--- config.mk ---
export PLATFORM = sky130hd
export DESIGN_NAME = ipd_controller_mc_flat
export DESIGN_NICKNAME = d
export VERILOG_FILES = /design/src/rtl/ipd_controller_mc_if.sv /design/src/rtl/ipd_controller_mc.sv /design/src/flat_wrapper.sv
export SDC_FILE = /design/constraint.sdc
export NUM_CORES = 1
export LEC_CHECK = 0
export CORE_MARGIN = 5
export CORE_UTILIZATION = 60
export CTS_CLUSTER_SIZE = 25
export DETAILED_ROUTE_END_ITERATION = 10
export GPL_TIMING_DRIVEN = 0
export PLACE_DENSITY = 0.79
export SETUP_SLACK_MARGIN = 0.15
export SLEW_MARGIN = 20
export SYNTH_ARGS = -nofsm -noshare
export SYNTH_HDL_FRONTEND = slang
export SYNTH_SLANG_ARGS = --single-unit
--- constraint.sdc ---
create_clock -name clk -period 12.91 [get_ports clk]
set_clock_uncertainty 0.2 [all_clocks]
set_input_delay 3.873 -clock clk [delete_from_list [all_inputs] [get_ports clk]]
set_output_delay 3.873 -clock clk [all_outputs]
set_load 0.02 [all_outputs]
--- src/rtl/ipd_controller_mc_if.sv ---
// Bus bundle for the multi-channel IPD controller: setpoints, measurements,
// shared gains and hold mask in; control outputs and status flags out.
interface ipd_controller_mc_if #(
   parameter int W   = 12,
   parameter int NCH = 2
);
   logic [NCH*W-1:0] r;
   logic [NCH*W-1:0] y;
   logic [W-1:0]     kp;
   logic [W-1:0]     ki;
   logic [W-1:0]     kd;
   logic [NCH-1:0]   hold;
   logic [NCH*W-1:0] u;
   logic             listo;
   logic [NCH-1:0]   sat;
   logic             overrun;

   modport master (
      output r, y, kp, ki, kd, hold,
      input  u, listo, sat, overrun
   );

   modport slave (
      input  r, y, kp, ki, kd, hold,
      output u, listo, sat, overrun
   );
endinterface

--- src/rtl/ipd_controller_mc.sv ---
// Multi-channel I-PD controller. A sample counter fires a tick every DIV
// cycles; on the tick all inputs are snapshotted and one shared datapath
// walks the channels through ERR -> INT -> OUT. Every output is then
// committed together in DONE with a one-cycle listo pulse.
module ipd_controller_mc #(
   parameter int W    = 12,
   parameter int FRAC = 8,
   parameter int NCH  = 2,
   parameter int DIV  = 250000
) (
   input  logic              clk,
   input  logic              reset,
   ipd_controller_mc_if.slave bus
);
   localparam int EW = W + 1;        // error / delta width, lossless
   localparam int PW = 2 * EW;       // full product width
   localparam int AW = PW + 2;       // accumulator headroom before clipping
   localparam int CW = (NCH > 1) ? $clog2(NCH) : 1;
   localparam int TW = $clog2(DIV);
   localparam logic [TW-1:0]        TICK_AT = TW'(DIV - 1);
   localparam logic [CW-1:0]        LAST_C  = CW'(NCH - 1);
   localparam logic signed [AW-1:0] SMAX    = AW'(2 ** (W - 1) - 1);
   localparam logic signed [AW-1:0] SMIN    = ~SMAX;

   typedef enum logic [2:0] {IDLE, ERR, INT, OUT, DONE} state_t;

   // Clip to the signed W-bit range.
   function automatic logic signed [W-1:0] sat_w(input logic signed [AW-1:0] x);
      if (x > SMAX)      return SMAX[W-1:0];
      else if (x < SMIN) return SMIN[W-1:0];
      else               return x[W-1:0];
   endfunction

   function automatic logic clipped(input logic signed [AW-1:0] x);
      return (x > SMAX) || (x < SMIN);
   endfunction

   // Unsigned gain times signed operand, full width, then arithmetic rescale.
   function automatic logic signed [PW-1:0] gmul(input logic [W-1:0] g,
                                                 input logic signed [EW-1:0] v);
      logic signed [EW-1:0] gx;
      gx = signed'({1'b0, g});
      return (PW'(gx) * PW'(v)) >>> FRAC;
   endfunction

   state_t          state, state_nx;
   logic [TW-1:0]   cnt;
   logic [CW-1:0]   c;
   logic            tick, last_c;
   logic            snap, en_err, en_int, en_out, fin;
   logic            listo_q, overrun_q, first_q;

   logic [NCH*W-1:0] r_s, y_s;
   logic [NCH-1:0]   hold_s;
   logic [W-1:0]     kp_s, ki_s, kd_s;

   logic signed [W-1:0]  i_q     [NCH];
   logic signed [W-1:0]  y_prev  [NCH];
   logic signed [W-1:0]  unew_q  [NCH];
   logic [NCH-1:0]       iclip_q, sclip_q;
   logic [NCH*W-1:0]     u_q;
   logic [NCH-1:0]       sat_q;

   logic signed [W-1:0]  r_c, y_c, yp_c;
   logic signed [EW-1:0] e_nx, dy_nx, e_p1, dy_p1;
   logic signed [PW-1:0] p_term, d_term;
   logic signed [AW-1:0] acc_i, acc_u;
   logic signed [W-1:0]  u_new_c;
   logic                 uclip_c;
   logic [NCH*W-1:0]     u_all;
   logic [NCH-1:0]       sat_all;

   assign tick   = (cnt == TICK_AT);
   assign last_c = (c == LAST_C);

   assign r_c  = r_s[int'(c)*W +: W];
   assign y_c  = y_s[int'(c)*W +: W];
   assign yp_c = y_prev[c];

   // Stage ERR: lossless error and measurement delta.
   assign e_nx  = EW'(r_c) - EW'(y_c);
   assign dy_nx = EW'(y_c) - EW'(yp_c);

   // Stage INT: integrator accumulate.
   assign acc_i = AW'(i_q[c]) + AW'(gmul(ki_s, e_p1));

   // Stage OUT: proportional and derivative act on the measurement only.
   assign p_term  = gmul(kp_s, EW'(y_c));
   assign d_term  = first_q ? '0 : gmul(kd_s, dy_p1);
   assign acc_u   = AW'(i_q[c]) - AW'(p_term) - AW'(d_term);
   assign u_new_c = sat_w(acc_u);
   assign uclip_c = clipped(acc_u) | iclip_q[c];

   // Merge the channel finishing this cycle with the ones already computed.
   always_comb begin
      u_all   = '0;
      sat_all = '0;
      for (int ch = 0; ch < NCH; ch++) begin
         u_all[ch*W +: W] = (CW'(ch) == c) ? u_new_c : unew_q[ch];
         sat_all[ch]      = (CW'(ch) == c) ? uclip_c : sclip_q[ch];
      end
   end

   // FSM state register.
   always_ff @(posedge clk) begin
      if (reset) state <= IDLE;
      else       state <= state_nx;
   end

   // FSM next state and stage strobes.
   always_comb begin
      state_nx = state;
      snap     = 1'b0;
      en_err   = 1'b0;
      en_int   = 1'b0;
      en_out   = 1'b0;
      fin      = 1'b0;
      case (state)
         IDLE: if (tick) begin
            snap     = 1'b1;
            state_nx = ERR;
         end
         ERR: begin
            en_err   = 1'b1;
            state_nx = INT;
         end
         INT: begin
            en_int   = 1'b1;
            state_nx = OUT;
         end
         OUT: begin
            en_out   = 1'b1;
            fin      = last_c;
            state_nx = last_c ? DONE : ERR;
         end
         DONE:    state_nx = IDLE;
         default: state_nx = IDLE;
      endcase
   end

   // Sample counter, channel index, listo pulse and sticky flags.
   always_ff @(posedge clk) begin
      if (reset) begin
         cnt       <= '0;
         c         <= '0;
         listo_q   <= 1'b0;
         overrun_q <= 1'b0;
         first_q   <= 1'b1;
      end else begin
         cnt     <= tick ? '0 : cnt + TW'(1);
         listo_q <= fin;
         if (tick && state != IDLE) overrun_q <= 1'b1;
         if (snap)                  c <= '0;
         else if (en_out && !last_c) c <= c + CW'(1);
         if (fin) first_q <= 1'b0;
      end
   end

   // Controller state that must come up cleared: integrators, history, outputs.
   always_ff @(posedge clk) begin
      if (reset) begin
         for (int ch = 0; ch < NCH; ch++) begin
            i_q[ch]    <= '0;
            y_prev[ch] <= '0;
         end
         u_q   <= '0;
         sat_q <= '0;
      end else begin
         if (en_int && !hold_s[c]) i_q[c] <= sat_w(acc_i);
         if (en_out)               y_prev[c] <= y_c;
         if (fin) begin
            u_q   <= u_all;
            sat_q <= sat_all;
         end
      end
   end

   // Snapshot and inter-stage registers; always written before being read.
   always_ff @(posedge clk) begin
      if (snap) begin
         r_s    <= bus.r;
         y_s    <= bus.y;
         hold_s <= bus.hold;
         kp_s   <= bus.kp;
         ki_s   <= bus.ki;
         kd_s   <= bus.kd;
      end
      if (en_err) begin
         e_p1  <= e_nx;
         dy_p1 <= dy_nx;
      end
      if (en_int) iclip_q[c] <= hold_s[c] ? 1'b0 : clipped(acc_i);
      if (en_out) begin
         unew_q[c]  <= u_new_c;
         sclip_q[c] <= uclip_c;
      end
   end

   assign bus.u       = u_q;
   assign bus.sat     = sat_q;
   assign bus.listo   = listo_q;
   assign bus.overrun = overrun_q;
endmodule
--- src/flat_wrapper.sv ---
// flat-port wrapper written by rule: the top's interface ports become plain ports
module ipd_controller_mc_flat 
#(
   parameter int W    = 12,
   parameter int FRAC = 8,
   parameter int NCH  = 2,
   parameter int DIV  = 250000
)
  (clk, reset, bus_r, bus_y, bus_kp, bus_ki, bus_kd, bus_hold, bus_u, bus_listo, bus_sat, bus_overrun);
  ipd_controller_mc_if #(.W(W), .NCH(NCH)) bus_i ();
  input  logic clk;
  input  logic reset;
  input wire logic [$bits(bus_i.r)-1:0] bus_r;
  input wire logic [$bits(bus_i.y)-1:0] bus_y;
  input wire logic [$bits(bus_i.kp)-1:0] bus_kp;
  input wire logic [$bits(bus_i.ki)-1:0] bus_ki;
  input wire logic [$bits(bus_i.kd)-1:0] bus_kd;
  input wire logic [$bits(bus_i.hold)-1:0] bus_hold;
  output wire logic [$bits(bus_i.u)-1:0] bus_u;
  output wire logic [$bits(bus_i.listo)-1:0] bus_listo;
  output wire logic [$bits(bus_i.sat)-1:0] bus_sat;
  output wire logic [$bits(bus_i.overrun)-1:0] bus_overrun;
  assign bus_i.r = bus_r;
  assign bus_i.y = bus_y;
  assign bus_i.kp = bus_kp;
  assign bus_i.ki = bus_ki;
  assign bus_i.kd = bus_kd;
  assign bus_i.hold = bus_hold;
  assign bus_u = bus_i.u;
  assign bus_listo = bus_i.listo;
  assign bus_sat = bus_i.sat;
  assign bus_overrun = bus_i.overrun;
  ipd_controller_mc #(.W(W), .FRAC(FRAC), .NCH(NCH), .DIV(DIV)) u_core (.clk(clk), .reset(reset), .bus(bus_i));
endmodule
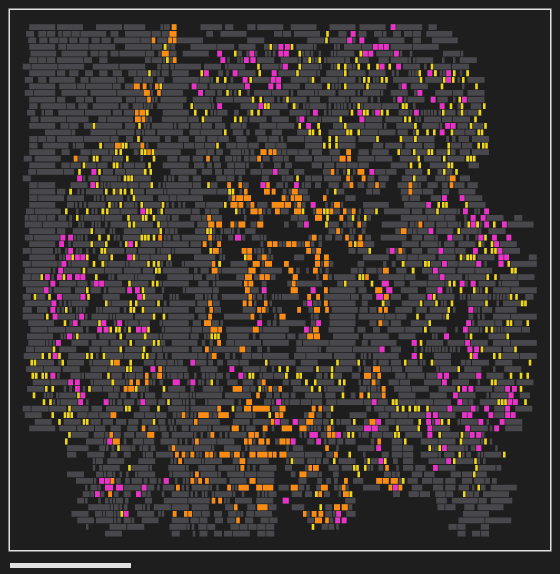
Figure 1: gate families picked out.
Bar = 50 µm.
Orange marks aoi and oai cells, cells 281. Yellow marks inv cells, cells 483, where spread over the die. Magenta marks and/or cells, cells 235, where spread over the die.
most numerous logic cell after layout: inv_1
multi-input combinational area share: 62.3%
final cell count without fillers: 3671

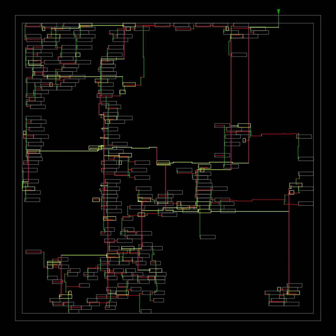
Figure 2: clock nets.
power in the clock group: 0.791 mW
Worst-Skew Late Latency: 610 ps
total CTS buffers: 28
flop count: 227

==> results.txt <==
flow finished, numbers: status finished clean, placed cells 3619, Avg WL per Cell 18.6 µm, Clock Path Buffers 3, Adder Share, Synth 39.2%, placed cell area 29300 µm², vertical die size 223 µm, Layout Nets 3790, die width 223 µm, Distinct cells, synth 76, Antenna diodes 0, syn avg cell area 9.43 µm², post-layout util 67.0%, Port Buffer Count 114, maximum capacitance violations 0, Die ar. 49900 µm², Worst setup EP type register, FP Util 60.4%, vias in the first global route 21900, aggregate negative setup slack 0 ps, global route overflow 0, Final Hold Fails 0, yosys xor share 3.01%, Post-Syn Nets 3639, CP Launch Type register, Cell area leaders fa_1 25%, edfxtp_1 18%, ha_1 14%, Max FO, Critical Path 11, register area share after synthesis 22.6%, Tcrit/Tclk final 93.3%, most used cell along the critical path fa_1, Critical Path AT 12280 ps, yosys cell count 2898, fraction of layout instances using a drive strength above 1 4.01%
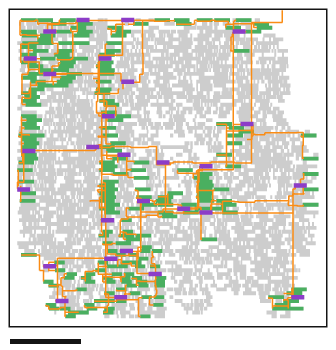
Figure 3: routed clock nets over the placement.
Bar = 50 µm.
Purple marks clock-net drivers, count 28. Green marks flip-flops, count 227. Orange marks clock wires, length 3440 µm.
Position of the flops: spread over the die.
clock group share of total power: 45.9%

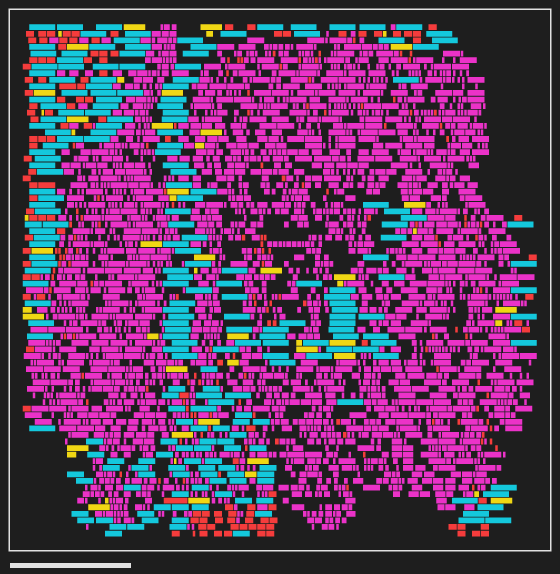
Figure 4: placed cells, one color a class.
Bar = 50 µm.
Yellow marks clock drivers and dummy loads, cells 52. Magenta marks remaining logic cells, cells 2541. Red marks remaining buffers and delay cells, cells 251. Cyan marks registers, cells 227.

==> cell usage in the layout, fill, tap and decap left out, types with 91 or more instances in the layout <==
| cell type | count |
|---|---|
| a21oi_1 | 91 |
| inv_1 | 482 |
| ha_1 | 315 |
| edfxtp_1 | 163 |
| clkbuf_1 | 115 |
| clkdlybuf4s50_1 | 114 |
| nor2_1 | 176 |
| fa_1 | 338 |
| nand2_1 | 328 |
| and2_1 | 187 |
==> power breakdown <==
part / internal [mW] / switching [mW]
clock: 0.445 / 0.345
sequential: 0.789 / 0.00478
combinational: 0.0600 / 0.0761
total: 1.29 / 0.426
==> sequential cells by signal (all words and copies together), names as in the netlist, named ones only <==
| register | count |
|---|---|
| bus_u | 24 |
| u_core.i_q | 24 |
| u_core.r_s | 24 |
| u_core.y_prev | 24 |
| u_core.y_s | 24 |
| u_core.cnt | 18 |
| u_core.dy_p1 | 13 |
| u_core.e_p1 | 13 |
| u_core.kd_s | 12 |
| u_core.ki_s | 12 |
| u_core.kp_s | 12 |
| u_core.unew_q | 12 |
| u_core.state | 3 |
| u_core.bus.sat | 2 |
| u_core.hold_s | 2 |
| u_core.iclip_q | 2 |
| u_core.bus.listo | 1 |
| u_core.bus.overrun | 1 |
| u_core.c | 1 |
| u_core.first_q | 1 |
| u_core.sclip_q | 1 |
==> worst max-delay path: cells and delay by family, from the launching register on <==
| family | cells | cell delay, ps |
|---|---|---|
| buffers and inverters | 8 | 2680 |
| adder cells (fa/ha/maj) | 8 | 3620 |
| AND-OR/OR-AND | 11 | 2980 |
| flip-flops | 1 | 310 |
| AND/OR/NAND/NOR | 6 | 1200 |
| multiplexers | 1 | 900 |
==> stage by stage <==
stage / hold WS [ps] / setup slack [ps]
final: 227 / 860
after global routing: 237 / 194
after CTS: 220 / 999
after detailed placement: 247 / 1040
after global placement: 240 / 1260
after floorplan: 226 / 3510
==> cell type report <==
cell class / instances / area, µm² / area share [%]
tap: 600 / 751 / 2.48
buffer: 130 / 513 / 1.69
multi-input combinational: 2058 / 18800 / 62.3
clock inverter: 13 / 125 / 0.413
inverter: 483 / 1810 / 5.99
timing repair buffer: 121 / 1240 / 4.10
clock buffer: 39 / 805 / 2.66
sequential: 227 / 6180 / 20.4
==> logic make-up after synthesis <==
logic type                 Yosys count
AOI/OAI and AO/OA                  339
adders and majority gates          653
buffers and inverters              613
DFF                                227
xor gates and xnor gates            94
and+or+nand+nor                    921
muxes                               51
==> how the worst min path moves through the flow <==
stage / slack (ps) / endpoint / depth (start not counted) / from
finish: 230 / bus_u[0] / 2 / u_core.unew_q[0][0]
global route: 240 / bus_u[11] / 2 / u_core.unew_q[0][11]
CTS: 220 / bus_u[0] / 2 / u_core.unew_q[0][0]
detailed placement: 250 / bus_u[3] / 2 / u_core.unew_q[0][3]
global placement: 240 / u_core.cnt[0] / 1 / u_core.cnt[0]
floorplan: 230 / u_core.cnt[0] / 1 / u_core.cnt[0]
==> routing by layer <==
layer  up-vias  global-route usage [%]  wire (µm)
li1       9712                       -          -
met1     10300                    34.8      27000
met2       741                    47.6      33700
met3       188                    4.45       4660
met4         0                    10.4       3000
met5         -                       0          0
Power figures rest on the tool's default switching activity, not on a simulated workload.
